Fig. 1: run 1, layout detail
Scale bar: 10 um. Region (27, 16) to (52, 41) um. Cells in grey, sequential cells in the stronger grey; small squares are vias.
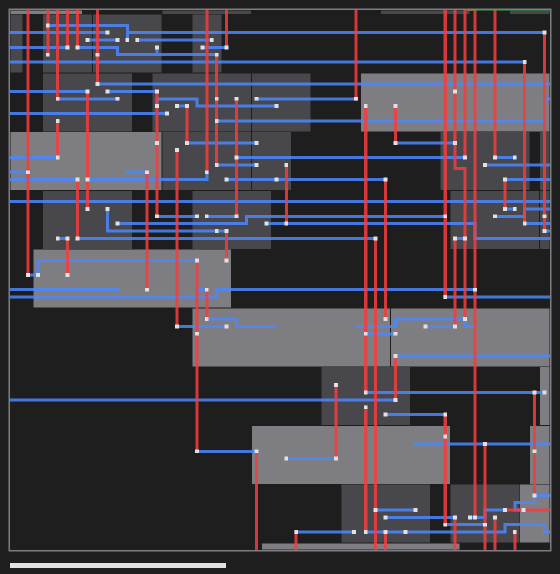
Fig. 2: run 1, the metal 3 layer
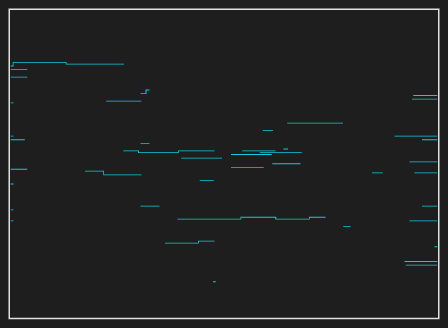
Fig. 3: run 1, congestion heat map
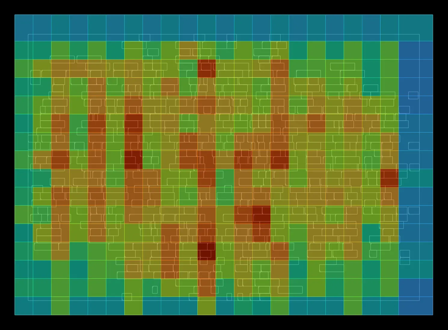
Fig. 4: run 1, I/O nets highlighted
Scale bar: 50 um.
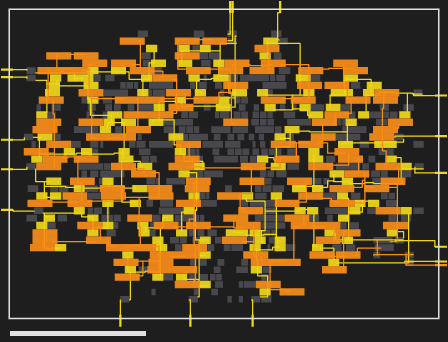
$ cat src/rtl/ram8_pkg.sv
// Shared constants and the load-routing helper for the Hack-style RAM8 register file.
package ram8_pkg;

  localparam int HACK_WORD_W = 16;
  localparam int RAM8_ADDR_W = 3;
  localparam int RAM8_DEPTH  = 8;

  // 8-way load demultiplexer: drives load onto exactly the line picked by addr.
  function automatic logic [RAM8_DEPTH-1:0] dmux8(input logic load,
                                                   input logic [RAM8_ADDR_W-1:0] addr);
    logic [RAM8_DEPTH-1:0] lines;
    lines       = '0;
    lines[addr] = load;
    return lines;
  endfunction

endpackage

$ cat src/rtl/ram8_word_reg.sv
// One WIDTH-bit storage word: asynchronous clear, synchronous load.
module word_reg
  import ram8_pkg::*;
#(
  parameter int WIDTH = HACK_WORD_W
) (
  input  logic             clk,
  input  logic             rst_n,
  input  logic [WIDTH-1:0] in,
  input  logic             load,
  output logic [WIDTH-1:0] out
);

  // NOTE: the words are discrete flops rather than a RAM macro, so every one
  // can be cleared by reset; state is updated with non-blocking assignments
  // so all eight words sample in/load from the same pre-edge values.
  always_ff @(posedge clk or negedge rst_n) begin
    if (!rst_n) begin
      out <= '0;
    end else if (load) begin
      out <= in;
    end
  end

endmodule

$ cat src/rtl/ram8.sv
// Eight-word register file: demultiplexed load into eight word_reg instances,
// combinational 8-way read mux on the same address.
module ram8
  import ram8_pkg::*;
#(
  parameter int WIDTH = HACK_WORD_W
) (
  input  logic                   clk,
  input  logic                   rst_n,
  input  logic [WIDTH-1:0]       in,
  input  logic                   load,
  input  logic [RAM8_ADDR_W-1:0] address,
  output logic [WIDTH-1:0]       out
);

  logic [RAM8_DEPTH-1:0] en;
  logic [WIDTH-1:0]      words [RAM8_DEPTH];

  assign en = dmux8(load, address);

  for (genvar k = 0; k < RAM8_DEPTH; k++) begin : g_word
    word_reg #(
      .WIDTH (WIDTH)
    ) u_word (
      .clk   (clk),
      .rst_n (rst_n),
      .in    (in),
      .load  (en[k]),
      .out   (words[k])
    );
  end

  // Read path is purely combinational: no bypass of in, so a write shows up
  // only after the edge that stores it.
  // NOTE: out gets a default before the case so no path can infer a latch.
  always_comb begin
    out = '0;
    case (address)
      3'd0: out = words[0];
      3'd1: out = words[1];
      3'd2: out = words[2];
      3'd3: out = words[3];
      3'd4: out = words[4];
      3'd5: out = words[5];
      3'd6: out = words[6];
      3'd7: out = words[7];
      default: out = '0;
    endcase
  end

endmodule

$ cat config.mk
export PLATFORM = sky130hd
export DESIGN_NAME = ram8
export DESIGN_NICKNAME = d
export VERILOG_FILES = /design/src/rtl/ram8_pkg.sv /design/src/rtl/ram8_word_reg.sv /design/src/rtl/ram8.sv
export SDC_FILE = /design/constraint.sdc
export NUM_CORES = 1
export LEC_CHECK = 0
export CORE_ASPECT_RATIO = 0.7
export CORE_MARGIN = 5
export CORE_UTILIZATION = 40
export DETAILED_ROUTE_END_ITERATION = 8
export PLACE_DENSITY = 0.59
export SYNTH_ARGS = -nofsm -noshare
export SYNTH_HDL_FRONTEND = slang
export SYNTH_SLANG_ARGS = --single-unit
$ cat constraint.sdc
create_clock -name clk -period 1.5 [get_ports clk]
set_input_delay 0.15 -clock clk [delete_from_list [all_inputs] [get_ports clk]]
set_output_delay 0.15 -clock clk [all_outputs]
set_load 0.02 [all_outputs]
==> flow_summary.yaml, run 1 <==
# synthesis and place-and-route metrics
setup_path:
  rr_startpoint: "g_word[7].u_word.out[5]"
  slowest_stage: "dfrtp_1"
  crit_arrival_ps: 1580
  startpoint: "g_word[1].u_word.out[14]"
  critPathKind: "flip-flop to output pin"
  reg2reg_to: "g_word[7].u_word.out[5]"
  rrSetupSlack_ps: 570
yosys:
  synth.cells.most_frequent: "dfrtp_1, mux2_2, mux2i_1"
  async_reset_ff_frac: 1.000
  ys_types: 35
  top_cells_by_area: "dfrtp_1, mux2_2, mux2_4"
  synth_nets: 449
  avgSynthCellArea_um2: 14.33
  yosysChipArea_um2: 6117
  ys_cells: 427
  synthAoiAreaFrac: 0.08345
placement:
  port_buffers: 37
  place_hpwl_mm: 9.865
final_layout:
  flop_area_um2: 3203
  area_delta_synth_final_pct: 27.00
  clock_area_frac: 0.07924
  numSequentialCells: 128
  comb_share: 0.3532
  clkbuf_count: 25
  largest_reg_flops: 128
  sh_seq_area: 0.4123
  n_fill_cell: 1217
  finalNonFillerCells: 725
floorplan:
  ios: 38
  die-area_um2: 17910
route:
  drc: 0
  postRouteWirelength_mm: 14.80
  route.met3.wl_um: 438
  top_layer: "met4"
clock_tree:
  hold_buffers: 1
  clk_latency_ps: 410
  htreeDepth: 4
run_status:
  violations: "negative setup slack"
  status: "finished, violations left"
flow_run:
  maxCapViolCount: 0
  warnings: 28
power:
  top_power_group: "sequential cells"
  ir_worst_vdd_mv: 0.7238
  p_seq_mw: 4.62
  p_clk_frac: 0.387
  p_int_mw: 8.368
  combPwrFrac: 0.196
  power_frac_seq: 0.417
grt:
  grt_pass1_vias: 4259
  grt-ovfl-total: 0
timing:
  setup_slack_ps: -227.0
  fin_hold_ws_ps: 304.9
  final-setup-viol-count: 16
Notes on Fig. 1 above:
blue -> met1
red -> met2
orange -> met4
green -> met3
sequential cells in the window = 6
most frequent = mux2_2 (7), dfrtp_1 (6)
netlist names of flops here include = `g_word.u_word.out` (6)
cells with their middle in the window = 21

Notes on Fig. 2 above:
share of all routed wire = 3.0%
main direction = horizontal

Notes on Fig. 3 above:
GR Util met1: 0.2433
Top Usage Layer GRT: met2
Final Util: 0.5228
met3 Use GR: 0.03754
routed len/inst: 20.42 um

Notes on Fig. 4 above:
yellow -> `in`  # bits 16, direction input, edge 5 left, 5 right, 3 bottom, 3 top, end cells 128, wire 1380 um
orange -> `rst_n`  # bits 1, direction input, edge right, end cells 128, wire 982 um

Fig. 5: run 1, gate-type map
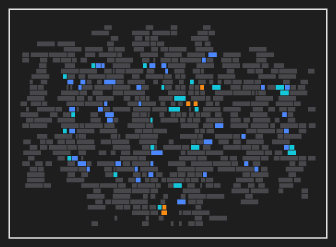

==> run 1 -> run 2 <==
--- a/config.mk
+++ b/config.mk
@@ -5,11 +5,11 @@
 export SDC_FILE = /design/constraint.sdc
 export NUM_CORES = 1
 export LEC_CHECK = 0
-export CORE_ASPECT_RATIO = 0.7
 export CORE_MARGIN = 5
 export CORE_UTILIZATION = 40
 export DETAILED_ROUTE_END_ITERATION = 8
 export PLACE_DENSITY = 0.59
+export SLEW_MARGIN = 20
 export SYNTH_ARGS = -nofsm -noshare
 export SYNTH_HDL_FRONTEND = slang
 export SYNTH_SLANG_ARGS = --single-unit
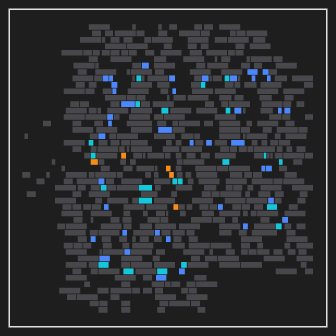
Fig. 6. Gate-type map (run 2).
blue -> inverting AOI/OAI gates  # cells 40, most used a211oi_1
orange -> AND and OR gates  # cells 5, most used or2_1, where middle
cyan -> NOR gates  # cells 22, most used nor2b_1

==> run 2 against run 1 <==
Compared with the run above:
- the run still ends with negative setup slack left
- register-to-register slack got worse by 50 ps
- area after synthesis unchanged
- first-iteration DRC count increased by 70%
- synthesized cell count unchanged
- non-clock buffer count shrank 12
- sequential share of layout area is 0.90 points higher
- cell count down 2.3%
- global-route usage fell by 0.48 points
- utilization fell by 1.9 points
- critical path type unchanged
- largest cell class unchanged
==> flow_summary.yaml, run 2 <==
# synthesis and place-and-route metrics
setup_path:
  reg2reg_to: "g_word[1].u_word.out[14]"
  startpoint: "g_word[1].u_word.out[14]"
  crit_arrival_ps: 1570
  slowest_stage: "dfrtp_1"
  rrSetupSlack_ps: 520
  rr_startpoint: "g_word[1].u_word.out[14]"
  critPathKind: "flip-flop to output pin"
power:
  p_clk_frac: 0.368
  ir_worst_vdd_mv: 0.8250
  p_seq_mw: 4.62
  combPwrFrac: 0.200
  p_int_mw: 7.979
route:
  route.met3.wl_um: 581
  drc: 0
  postRouteWirelength_mm: 14.33
  avgRoutedWirePerCell_um: 20.24
  top_layer: "met4"
final_layout:
  clock_area_frac: 0.07438
  flop_area_um2: 3203
  finalNonFillerCells: 708
  numSequentialCells: 128
  comb_share: 0.3574
  sh_seq_area: 0.4213
  largest_reg_flops: 128
  clkbuf_count: 21
  n_fill_cell: 1317
timing:
  fin_hold_ws_ps: 283.0
  final-setup-viol-count: 16
  setup_slack_ps: -215.7
yosys:
  ys_types: 35
  ys_cells: 427
  top_cells_by_area: "dfrtp_1, mux2_2, mux2_4"
  synth.cells.most_frequent: "dfrtp_1, mux2_2, mux2i_1"
  synthAoiAreaFrac: 0.08345
  async_reset_ff_frac: 1.000
  yosysChipArea_um2: 6117
placement:
  port_buffers: 37
  place_hpwl_mm: 9.320
floorplan:
  ios: 38
  die-area_um2: 17870
run_status:
  violations: "negative setup slack"
  status: "finished, violations left"
grt:
  use_met3: 0.04796
  grt_pass1_vias: 4069
  grt-ovfl-total: 0
  met1_usage: 0.2388
  gr-max-usage-layer: "met2"
clock_tree:
  hold_buffers: 1
  htreeDepth: 4
  clk_latency_ps: 410
flow_run:
  maxCapViolCount: 0
  warnings: 28
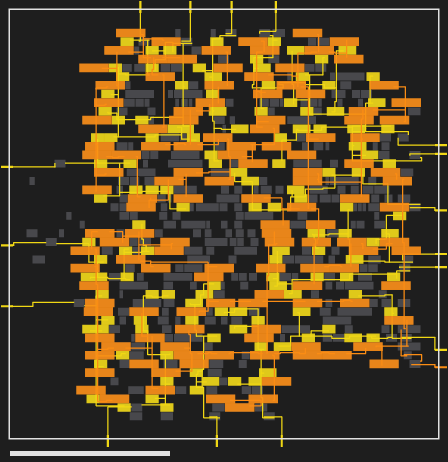
Fig. 7. I/O nets highlighted (run 2).
Scale bar: 50 um.
yellow -> `in`  # bits 16, direction input, edge 6 right, 4 top, 3 left, 3 bottom, end cells 128, wire 1430 um
orange -> `rst_n`  # bits 1, direction input, edge right, end cells 128, wire 971 um

Fig. 8: run 2, layout detail
Scale bar: 10 um. Region (21, 21) to (46, 46) um. Cells in grey, sequential cells in the stronger grey; small squares are vias.
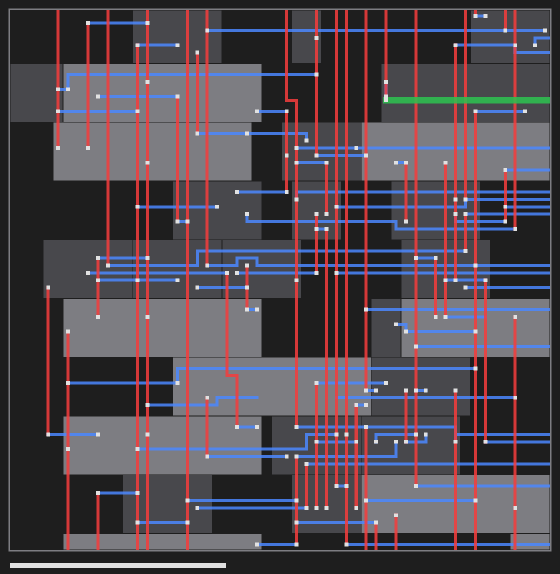

==> run 2 -> run 3 <==
--- a/config.mk
+++ b/config.mk
@@ -8,7 +8,8 @@
 export CORE_MARGIN = 5
 export CORE_UTILIZATION = 40
 export DETAILED_ROUTE_END_ITERATION = 8
-export PLACE_DENSITY = 0.59
+export DONT_BUFFER_PORTS = 1
+export PLACE_DENSITY = 0.56
 export SLEW_MARGIN = 20
 export SYNTH_ARGS = -nofsm -noshare
 export SYNTH_HDL_FRONTEND = slang
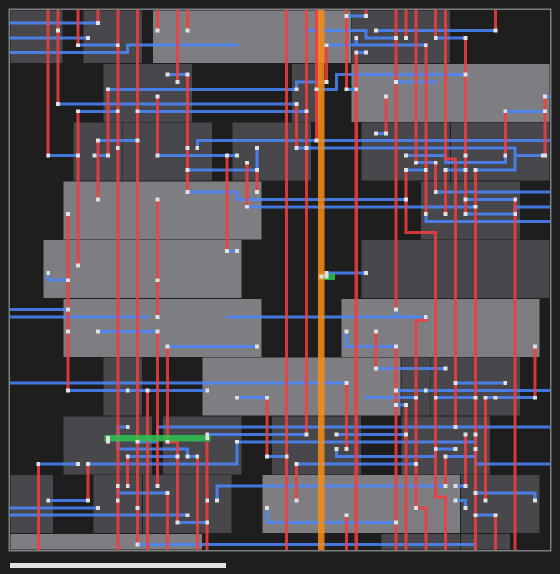
Fig. 9. Layout detail (run 3).
Scale bar: 10 um. Region (21, 21) to (46, 46) um. Cells in grey, sequential cells in the stronger grey; small squares are vias.
green -> met3
orange -> met4
red -> met2
blue -> met1
sequential cells in the window = 8
netlist names of flops here include = `g_word.u_word.out` (8)
most frequent = mux2_2 (8), dfrtp_1 (8), mux2i_1 (5)
cells with their middle in the window = 31

==> run 3 against run 2 <==
Compared with the run above:
- the flow finishes with violations (negative hold slack, negative setup slack)
- highest routed layer unchanged
- cell area shrank 6.8%
- largest power group unchanged
- critical endpoint unchanged
- utilization fell by 3.4 points
- sequential power about the same
- clock skew is the same
==> flow_summary.yaml, run 3 <==
# synthesis and place-and-route metrics
run_status:
  status: "finished, violations left"
  violations: "negative hold slack, negative setup slack"
route:
  drtPass1Iterations: 4
  vias: 3638
  drc: 0
  postRouteWirelength_mm: 13.94
  top_layer: "met4"
  wl_met2_mm: 6.420
  route.met3.wl_um: 477
  wl_met1_mm: 6.814
setup_path:
  max_stage_delay_ps: 400
  crit_arrival_ps: 1520
  rr_startpoint: "g_word[6].u_word.out[8]"
  rrSetupSlack_ps: 630
  cp_cell_sequence: "nand2b_1, a32o_1, o32a_2"
  slowest_stage: "o32a_2"
  critPathKind: "flip-flop to output pin"
  cp.buffers_inverters: 0
  critPathLaunchType: "flip-flop"
  reg2reg_to: "g_word[6].u_word.out[8]"
  startpoint: "g_word[1].u_word.out[14]"
yosys:
  synthAoiAreaFrac: 0.08345
  ys_types: 35
  ys_sh_adder: 0
  yosysChipArea_um2: 6117
  top_cells_by_area: "dfrtp_1, mux2_2, mux2_4"
  xor_area_frac: 0
  synth.cells.most_frequent: "dfrtp_1, mux2_2, mux2i_1"
  avgSynthCellArea_um2: 14.33
  async_reset_ff_frac: 1.000
  synth_nets: 449
  ys_cells: 427
  yosys_warnings: 0
  top_cell: "dfrtp_1"
grt:
  grt-ovfl-total: 0
  met2_usage: 0.2415
  grt_pass1_wl_mm: 22.54
  gr-max-usage-layer: "met2"
  grt_pass1_vias: 3784
  met1_usage: 0.2381
power:
  p_leak_nw: 3.107
  clock_power_mw: 3.84
  p_int_mw: 7.669
  combPwrFrac: 0.167
  p_switching_mw: 2.478
  ir_worst_vdd_mv: 0.8712
  p_clk_frac: 0.378
  p_sw_frac: 0.2442
  p_seq_mw: 4.62
  power_frac_seq: 0.455
  top_power_group: "sequential cells"
placement:
  post-place-ws_ps: -48.74
  dp_cells: 604
  port_buffers: 0
  place_hpwl_mm: 8.427
  placed_cell_area_um2: 6257
floorplan:
  die-area_um2: 17870
  ios: 38
final_layout:
  clkbuf_count: 24
  numSequentialCells: 128
  largest_reg_flops: 128
  n_fill_cell: 1369
  drive_gt1_frac: 0.4289
  sh_seq_area: 0.4521
  final_area_um2: 7086
  flop_area_um2: 3203
  clock_area_frac: 0.07752
  area_delta_synth_final_pct: 15.83
  comb_share: 0.3874
  finalNonFillerCells: 652
  utilization: 0.4696
clock_tree:
  clock-root-buffer: "clkbuf_16"
  clk_latency_ps: 420
  htreeDepth: 4
  hold_buffers: 16
  post_cts_resized: 20
timing:
  slew_headroom: 0.3648
  setup_slack_ps: -169.3
  final-setup-viol-count: 10
  final_hold_viol_count: 128
  setup_tns_ps: -1052
  maxSlewViolCount: 0
  tightestPinTransition_ps: 949.4
  fin_hold_ws_ps: -565.7
flow_run:
  maxCapViolCount: 0
  warnings: 32
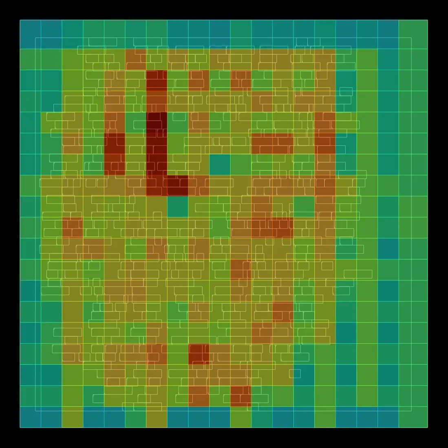
Fig. 10. Congestion heat map (run 3).
routed len/inst: 21.38 um
met3 Use GR: 0.04343
All-Layer GR Usage: 0.1656

Power figures rest on the tool's default switching activity, not on a simulated workload.
